===== src/rtl/mem_port_arbiter.sv =====
// mem_port_arbiter: shares one data-memory port between instruction fetch and EXU loads/stores
// Registered request/ready handshake, EX-priority arbitration with fetch anti-starvation, sticky bus timeout.
module mem_port_arbiter #(
   parameter int TIMEOUT = 15
) (
   input  logic        clk,
   input  logic        rst,
   input  logic        if_req,
   input  logic [31:0] if_addr,
   output logic [31:0] if_rdata,
   output logic        if_ack,
   input  logic        ex_rd,
   input  logic        ex_wr,
   input  logic [31:0] ex_addr,
   input  logic [31:0] ex_wdata,
   input  logic [3:0]  ex_rmask,
   input  logic [3:0]  ex_wmask,
   output logic [31:0] ex_rdata,
   output logic        ex_ack,
   output logic        stall,
   output logic        mem_req,
   output logic        mem_we,
   output logic [31:0] mem_addr,
   output logic [31:0] mem_wdata,
   output logic [3:0]  mem_rmask,
   output logic [3:0]  mem_wmask,
   input  logic [31:0] mem_rdata,
   input  logic        mem_ready,
   output logic [1:0]  err
);
   typedef enum logic [1:0] {IDLE, DATA, FETCH, ERR} state_t;
   state_t state, state_nxt;
   logic [7:0] cnt;
   logic last_data, ex_v, if_v, grant_ex, grant_if, busy, done, tout;
   assign stall = (ex_rd | ex_wr) & ~ex_ack;
   // a requester being acked this cycle is not re-arbitrated until the next cycle
   always_comb begin
      ex_v = (ex_rd | ex_wr) & ~ex_ack;
      if_v = if_req & ~if_ack;
      busy = (state == DATA) || (state == FETCH);
      grant_ex = (state == IDLE) && ex_v && !(if_v && last_data);
      grant_if = (state == IDLE) && if_v && !grant_ex;
      done = busy && mem_ready;
      tout = busy && !mem_ready && (cnt + 8'd1 == 8'(TIMEOUT));
      state_nxt = grant_ex ? DATA : grant_if ? FETCH : done ? IDLE : tout ? ERR : state;
   end
   always_ff @(posedge clk or posedge rst) begin
      if (rst) state <= IDLE;
      else     state <= state_nxt;
   end
   always_ff @(posedge clk or posedge rst) begin
      if (rst) begin
         mem_req   <= 1'b0;
         mem_we    <= 1'b0;
         mem_addr  <= '0;
         mem_wdata <= '0;
         mem_rmask <= '0;
         mem_wmask <= '0;
         if_rdata  <= '0;
         ex_rdata  <= '0;
         if_ack    <= 1'b0;
         ex_ack    <= 1'b0;
         err       <= 2'b00;
         cnt       <= '0;
         last_data <= 1'b0;
      end else begin
         mem_req <= (state_nxt == DATA) || (state_nxt == FETCH);
         if_ack  <= done && (state == FETCH);
         ex_ack  <= done && (state == DATA);
         cnt     <= (grant_ex || grant_if) ? 8'd0 : (busy && !mem_ready) ? cnt + 8'd1 : cnt;
         // dual strobe resolves to a write
         if (grant_ex) begin
            mem_we    <= ex_wr;
            mem_addr  <= ex_addr;
            mem_wdata <= ex_wdata;
            mem_rmask <= ex_wr ? 4'b0000 : ex_rmask;
            mem_wmask <= ex_wr ? ex_wmask : 4'b0000;
         end else if (grant_if) begin
            mem_we    <= 1'b0;
            mem_addr  <= if_addr;
            mem_wdata <= '0;
            mem_rmask <= 4'b1111;
            mem_wmask <= 4'b0000;
         end
         if (done && (state == FETCH)) if_rdata <= mem_rdata;
         if (done && (state == DATA) && !mem_we) ex_rdata <= mem_rdata;
         if (done) last_data <= (state == DATA);
         if (tout) err <= 2'b11;
      end
   end
endmodule


===== config.mk =====
export PLATFORM = sky130hd
export DESIGN_NAME = mem_port_arbiter
export DESIGN_NICKNAME = d
export VERILOG_FILES = /design/src/rtl/mem_port_arbiter.sv
export SDC_FILE = /design/constraint.sdc
export NUM_CORES = 1
export LEC_CHECK = 0
export ABC_AREA = 0
export CAP_MARGIN = 25
export CORE_AREA = 2 2 165 135
export CTS_BUF_LIST = sky130_fd_sc_hd__clkbuf_8
export DETAILED_ROUTE_END_ITERATION = 16
export DIE_AREA = 0 0 167 137
export GPL_TIMING_DRIVEN = 0
export SLEW_MARGIN = 25
export SYNTH_ARGS = -nofsm -noshare
export SYNTH_HDL_FRONTEND = slang
export SYNTH_SLANG_ARGS = --single-unit

===== constraint.sdc =====
create_clock -name clk -period 15.2 [get_ports clk]
set_input_delay 3.04 -clock clk [delete_from_list [all_inputs] [get_ports clk]]
set_output_delay 3.04 -clock clk [all_outputs]
set_load 0.005 [all_outputs]

### Zoomed window, run 1

Window x 110 to 140, y 19 to 49 um. Cells in grey, sequential cells in the stronger grey; small squares are vias.
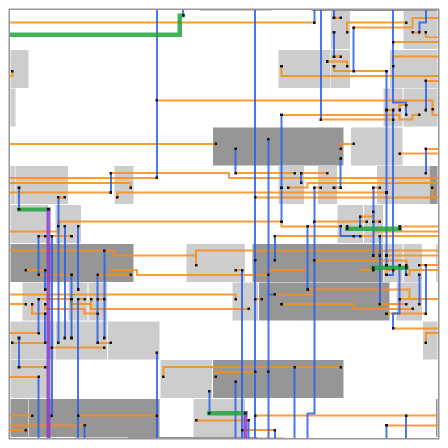
Key: M3 = green; M4 = purple; M2 = blue; M1 = orange
Most frequent: clkdlybuf4s50_1 (10), nand2_1 (9), dfrtp_1 (6). Netlist names of flops here include mem_addr (6). Sequential cells in the window: 6. 37 logic cells have their middle in the window.

### Clock routing, run 1

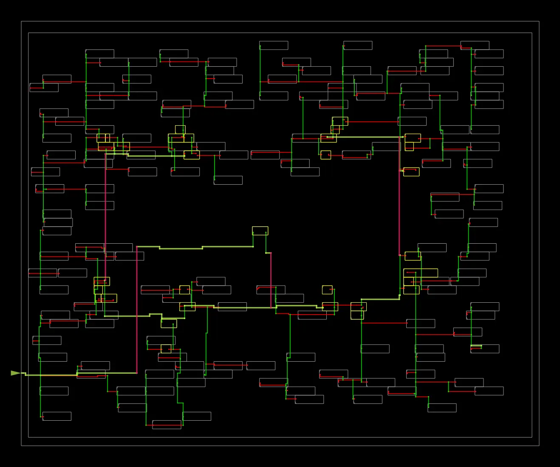
Clk power: 0.298 mW
clock sinks: 152
CTS Buf Count: 17
clock buffer count: 17

==> results.ini, run 1 <==
[grt]
grt_antenna_before_repair=0
grt_max_degree=78
use_met1=0.203

[die]
initial_core_util=0.295
die_w_um=167

[worst_setup_path]
crit_top_cell=clkdlybuf4s50_1
worstSetupEndpointType=primary output

[logic_synthesis]
ys.flops=152
ys_sh_simple=0.0708
ys_area_mm2=0.00625
edf_count=0
netlist_area_mm2=0.00625
compound_area_frac=0.115
ys_sh_mux=0.138
synth_nets=616
synth.avg_cell_area_um2=13.3
ys_seq_frac=0.608

[detailed_routing]
dr_wl_met3_um=1790
viasPerCell=4.67
wl_per_cell_um=17.9

[final_layout]
diodes=0
syn2layout_area_growth_pct=57.4

[run_status]
status=finished clean

[power]
pwr-share-clk=0.158
p_switching_mw=0.619
comb-power_mw=0.898
p_seq_mw=0.689

[cts]
clock_path_buffers=2
post_cts_buffers=0
ctsHtreeMaxLevel=4

[placement]
dp_slack_ns=7.88
dp_cells=1028

[sta]
fmax_mhz=137

### Cell sizes after repair, run 1

The bar under the picture is 50 um long.
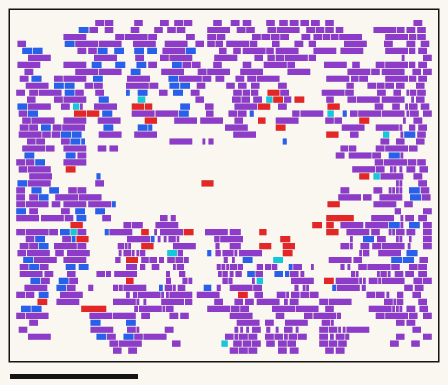
Key: x1 and smaller = purple [cells 642, most used clkdlybuf4s50_1]; x6 and larger = red [cells 38, most used clkbuf_8]; x3 and x4 = cyan [cells 11]; x2 = blue [cells 94, most used mux2_2]
Non-CTS buffers: 317
setup ws final: 7.89 ns

==> run 1: layout make-up <==
type | count | area (um^2) | area share
flip-flops and latches | 152 | 3800 | 0.387
plain buffers | 33 | 240 | 0.0244
clock buffers | 17 | 234 | 0.0238
clock inverters | 15 | 141 | 0.0144
inverters | 6 | 30.0 | 0.00305
well taps | 275 | 344 | 0.0350
repair buffers | 284 | 2860 | 0.291
multi-input cells | 278 | 2190 | 0.222
==> run 1: cells in the final DEF, fill, tap and decap left out, types with 5 or more instances in the layout <==
| cell type | n |
|---|---|
| a22oi_2 | 10 |
| mux2_2 | 65 |
| inv_1 | 6 |
| o21ai_0 | 16 |
| mux2i_1 | 13 |
| clkdlybuf4s50_1 | 283 |
| ha_1 | 5 |
| nand2_1 | 54 |
| a21oi_1 | 8 |
| buf_2 | 15 |
| nand2b_1 | 5 |
| clkbuf_8 | 17 |
| buf_6 | 11 |
| xor2_1 | 8 |
| inv_6 | 6 |
| a22o_1 | 33 |
| nor2_1 | 12 |
| dfrtp_1 | 152 |
| nand4_1 | 6 |
| a22oi_1 | 9 |
==> run 1: state kept, by name, summed over array words and instances, names as in the netlist <==
| register | flops |
|---|---|
| ex_ack | 1 |
| mem_rmask | 4 |
| mem_wdata | 32 |
| ex_rdata | 32 |
| err | 1 |
| mem_wmask | 4 |
| if_rdata | 32 |
| if_ack | 1 |
| cnt | 8 |
| state | 2 |
| mem_addr | 32 |
| mem_we | 1 |
| mem_req | 1 |
| last_data | 1 |
==> run 1: kinds of logic after synthesis <==
logic type               after synthesis
AND-OR/OR-AND                         90
XOR/XNOR                              11
flip-flops                           152
multiplexers                          78
adder cells (fa/ha/maj)                5
buffers and inverters                 39
AND/OR/NAND/NOR                       94
==> run 2: changes to the inputs <==
==> constraint.sdc (replaced) <==
create_clock -name clk -period 7.18 [get_ports clk]
set_input_delay 1.436 -clock clk [delete_from_list [all_inputs] [get_ports clk]]
set_output_delay 1.436 -clock clk [all_outputs]
set_load 0.005 [all_outputs]
### Where the registers sit, run 2

The bar under the picture is 50 um long. Other sequential cells in the stronger grey, the rest of the logic in the fainter grey.
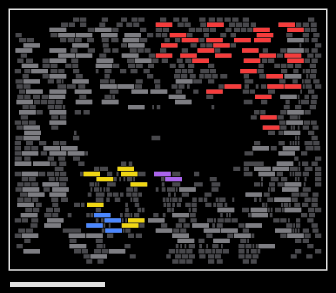
Key: state = purple [sequential cells 2]; mem_rmask = blue [sequential cells 4]; cnt = yellow [sequential cells 8]; mem_wdata = red [sequential cells 32]
sequential share of cell area: 0.387
seq pwr: 1.46 mW
Core Util, Final: 0.464
FF/Latch Area: 0.00380 mm^2

### Clock routing, run 2

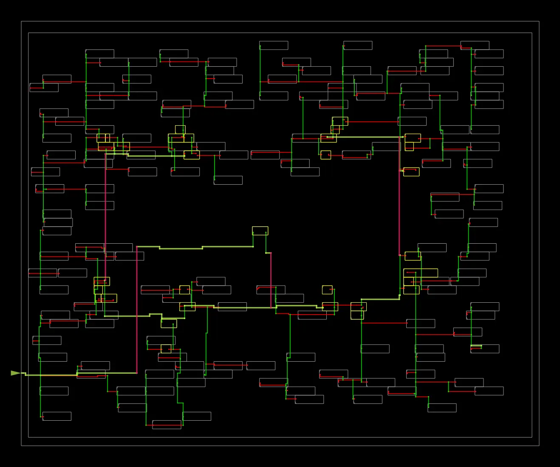
clk_skew: 0.0134 ns
Clk power: 0.630 mW

==> results.ini, run 2 <==
[placement]
dp_cells=1028  ; unchanged
dp_slack_ns=3.07  ; -4.81 ns

[final_layout]
layout_top_cell=clkdlybuf4s50_1
layout_top_cells=clkdlybuf4s50_1 (283), dfrtp_1 (152), mux2_2 (65)
syn2layout_area_growth_pct=57.4  ; unchanged

[worst_setup_path]
worstSetupEndpointType=primary output
reg2reg_slack_ns=5.14
crit_top_cell=clkdlybuf4s50_1

[sta]
fmax_mhz=244
fin_ws_ns=3.08  ; -4.81 ns

[cts]
ctsHtreeMaxLevel=4  ; unchanged
clock_path_buffers=2  ; unchanged
post_cts_buffers=0  ; unchanged

[grt]
grt_antenna_before_repair=0  ; unchanged
use_met1=0.203  ; unchanged
grt_max_degree=78  ; unchanged
grt.overflow.total=0

[logic_synthesis]
ys_cells=469
synth_nets=616  ; unchanged
synth.avg_cell_area_um2=13.3  ; unchanged
ys_seq_frac=0.608  ; unchanged
common_cells=dfrtp_1 (152), mux2_2 (65), nand2_1 (54)
netlist_area_mm2=0.00625  ; unchanged
post-synth-top-count-cell=dfrtp_1

[die]
die_y_um=137
die_w_um=167  ; unchanged

[run_status]
status=finished clean

[detailed_routing]
wl_per_cell_um=17.9  ; unchanged
viasPerCell=4.67  ; unchanged

### Zoomed window, run 2

Window x 110 to 140, y 19 to 49 um. Cells in grey, sequential cells in the stronger grey; small squares are vias.
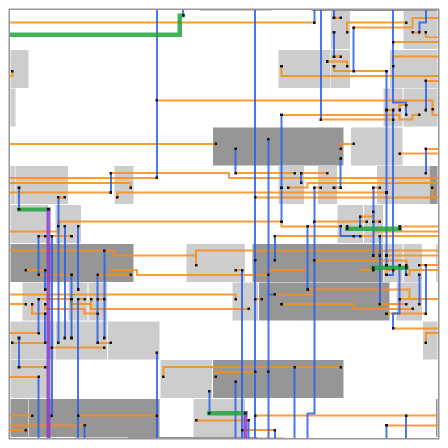
Key: M3 = green; M2 = blue; M4 = purple; M1 = orange
Sequential cells in the window: 6. Netlist names of flops here include mem_addr (6). Most frequent: clkdlybuf4s50_1 (10), nand2_1 (9), dfrtp_1 (6). 37 logic cells have their middle in the window.

[run 2: cell type report]
type | count | area, um^2 | share of cell area
Multi-Input combinational cell | 278 | 2190 | 0.222
Clock buffer | 17 | 234 | 0.0238
Buffer | 33 | 240 | 0.0244
Tap cell | 275 | 344 | 0.0350
Timing Repair Buffer | 284 | 2860 | 0.291
Clock inverter | 15 | 141 | 0.0144
Sequential cell | 152 | 3800 | 0.387
Inverter | 6 | 30.0 | 0.00305
[run 2: worst max path at each step]
stage                                end  slack (ns)  cells after the start
6_report                           stall        3.08                      4
5_1_grt                            stall        3.04                      4
4_1_cts                            stall        3.07                      4
3_5_place_dp                       stall        3.07                      4
3_3_place_gp   mem_wdata[11]$_DFFE_PP0N_       -0.29                      2
2_1_floorplan         cnt[0]$_DFFE_PP0P_        1.65                      1
[run 2: cells by family (layout without fill, tap and decap cells)]
| group | Yosys count | in the layout | synth area share |
|---|---|---|---|
| flops | 152 | 152 | 0.608 |
| simple gates | 94 | 94 | 0.0708 |
| compound gates | 90 | 90 | 0.115 |
| mux | 78 | 78 | 0.138 |
| buf+inv | 39 | 355 | 0.0420 |
| xor+xnor | 11 | 11 | 0.0154 |
| fa+ha+maj | 5 | 5 | 0.0100 |
[run 2: report_power, final]
part / internal [mW] / switching (mW)
Clock: 0.281 / 0.349
Combinational: 1.16 / 0.745
Sequential: 1.24 / 0.217
Total: 2.68 / 1.31
[run 2: worst register-to-register path, stage by stage, from the launching register on]
cell and delay [ns]:
dfrtp_1 0.41, inv_1 0.08, ha_1 0.20, and2_1 0.20
nand2b_1 0.08, clkbuf_1 0.25, buf_2 0.34, mux2_2 0.38
[run 2: layer usage]
layer | vias to the layer above | routed length (um)
li1 | 2279 | -
met1 | 2441 | 8120
met2 | 218 | 8910
met3 | 13 | 1790
met4 | 0 | 190
met5 | - | 0
==> run 3: changes to the inputs <==
==> constraint.sdc (replaced) <==
create_clock -name clk -period 4 [get_ports clk]
set_input_delay 0.8 -clock clk [delete_from_list [all_inputs] [get_ports clk]]
set_output_delay 0.8 -clock clk [all_outputs]
set_load 0.005 [all_outputs]
### Zoomed window, run 3

Window x 110 to 140, y 19 to 49 um. Cells in grey, sequential cells in the stronger grey; small squares are vias.
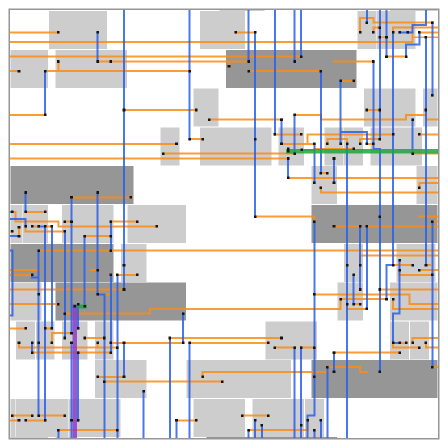
Key: M2 = blue; M3 = green; M4 = purple; M1 = orange
Sequential cells in the window: 6. 45 logic cells have their middle in the window. Most frequent: nand2_1 (11), clkdlybuf4s50_1 (7), dfrtp_1 (6). Netlist names of flops here include mem_addr (6).

### Where the registers sit, run 3

The bar under the picture is 50 um long. Other sequential cells in the stronger grey, the rest of the logic in the fainter grey.
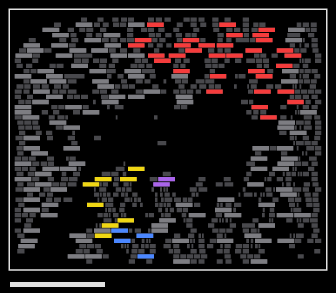
Core Util, Final: 0.468
sequential share of cell area: 0.383
seq pwr: 2.61 mW

==> results.ini, run 3 <==
[logic_synthesis]
xor_share=0.0154  ; unchanged
ys_area_mm2=0.00625
ys_seq_frac=0.608  ; unchanged
synth.avg_cell_area_um2=13.3  ; unchanged
netlist_logic_family_top=multiplexers
flop_cell=dfrtp_1
edf_count=0
yosys-top-cells-area=dfrtp_1 (61%), mux2_2 (12%), a22o_1 (4.6%), nand2_1 (3.2%), mux2i_1 (2.1%)
post-synth-top-count-cell=dfrtp_1
synth_nets=616  ; unchanged
netlist_area_mm2=0.00625  ; unchanged
ys_cells=469  ; unchanged
ys_sh_simple=0.0708  ; unchanged
ys_sh_mux=0.138  ; unchanged
synthAdderAreaFrac=0.0100  ; unchanged
compound_area_frac=0.115  ; unchanged
common_cells=dfrtp_1 (152), mux2_2 (65), nand2_1 (54)

[worst_setup_path]
worstSetupPathDepth=4  ; unchanged
max_stage_delay_ns=0.50
start_kind=primary input
crit_top_cell=clkdlybuf4s50_1
reg2reg_slack_ns=1.96  ; -3.18 ns
path_buffers=3
worstSetupEndpoint=stall
worstSetupEndpointType=primary output

[detailed_routing]
viasPerCell=4.61  ; -1.3%
drt-initial-drc-count=248
wl_per_cell_um=17.5  ; -2.1%

[final_layout]
num-nets-final=923
layout_top_cells=clkdlybuf4s50_1 (283), dfrtp_1 (152), mux2_2 (65)
syn2layout_area_growth_pct=58.8

[sta]
fmax_mhz=353

[grt]
grt_antenna_before_repair=0  ; unchanged
grt_max_degree=32  ; -59%
grt.overflow.total=0  ; unchanged

[cts]
path_clk_slew_ns=0.08
ctsHtreeMaxLevel=4  ; unchanged

[power]
max-vdd-ir-drop_mv=0.344

[die]
die_w_um=167  ; unchanged
die_y_um=137  ; unchanged

[run_status]
status=finished clean

[placement]
dp_cells=1032  ; +0.39%

### Clock distribution, run 3

The bar under the picture is 50 um long.
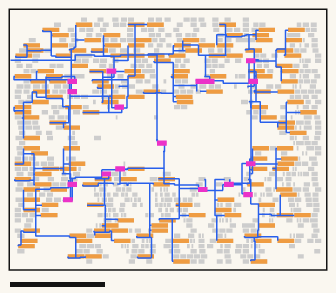
Key: flip-flops = orange [count 152]; clock wires = blue [length 2,080 um]; clock-net drivers = magenta [count 17]
There are 18 routed clock nets.
clk_skew: 0.0128 ns
Clk power: 1.16 mW
Clk pwr share: 0.162

==> run 3: cell counts after synthesis <==
No cell type changed its count.
==> run 3: cell type report <==
| class | instances | area (um^2) | area share |
|---|---|---|---|
| sequential | 152 | 3800 | 0.383 |
| multi-input combinational | 278 | 2190 | 0.220 |
| inverter | 6 | 26.3 | 0.00265 |
| clock inverter | 14 | 139 | 0.0140 |
| buffer | 33 | 240 | 0.0242 |
| tap | 275 | 344 | 0.0347 |
| timing repair buffer | 288 | 2940 | 0.296 |
| clock buffer | 18 | 248 | 0.0250 |
==> run 3: logic make-up after synthesis <==
family	after synthesis
AOI/OAI and AO/OA	90
xor gates and xnor gates	11
adders and majority gates	5
buffers and inverters	39
DFF	152
muxes	78
and+or+nand+nor	94
==> run 3: power by group <==
part	total, mW	internal (mW)	leakage (nW)	switching, mW
sequential	2.61	2.23	1.89	0.381
clock	1.16	0.525	0.188	0.639
combinational	3.40	2.08	2.25	1.32
==> run 3: per-stage QoR <==
step                instance area, um^2  utilization  worst slack (ns)  power [mW]
floorplan                          6260            -              1.28        4.11
global placement                   9430        0.445            0.0617        5.98
detailed placement                 9540        0.450              1.17        6.08
CTS                                9930        0.468              1.17        7.29
global route                       9930        0.468              1.12        7.66
finish                             9930        0.468              1.17        7.18
==> run 3: metal layers <==
layer  wire, um  global-route usage  vias up
li1           -                   -     2275
met1       7730               0.197     2423
met2       9090               0.268      183
met3       1540              0.0599       23
met4        306              0.0570        0
met5          0                   0        -
==> run 3: worst register-to-register path, cell delays in order (launching register included) <==
cell	delay, ns
dfrtp_1	0.42
inv_1	0.09
ha_1	0.20
and2_1	0.20
nand2b_1	0.09
clkbuf_1	0.23
buf_2	0.33
mux2_2	0.37
Power is estimated from default activity; no workload was simulated.
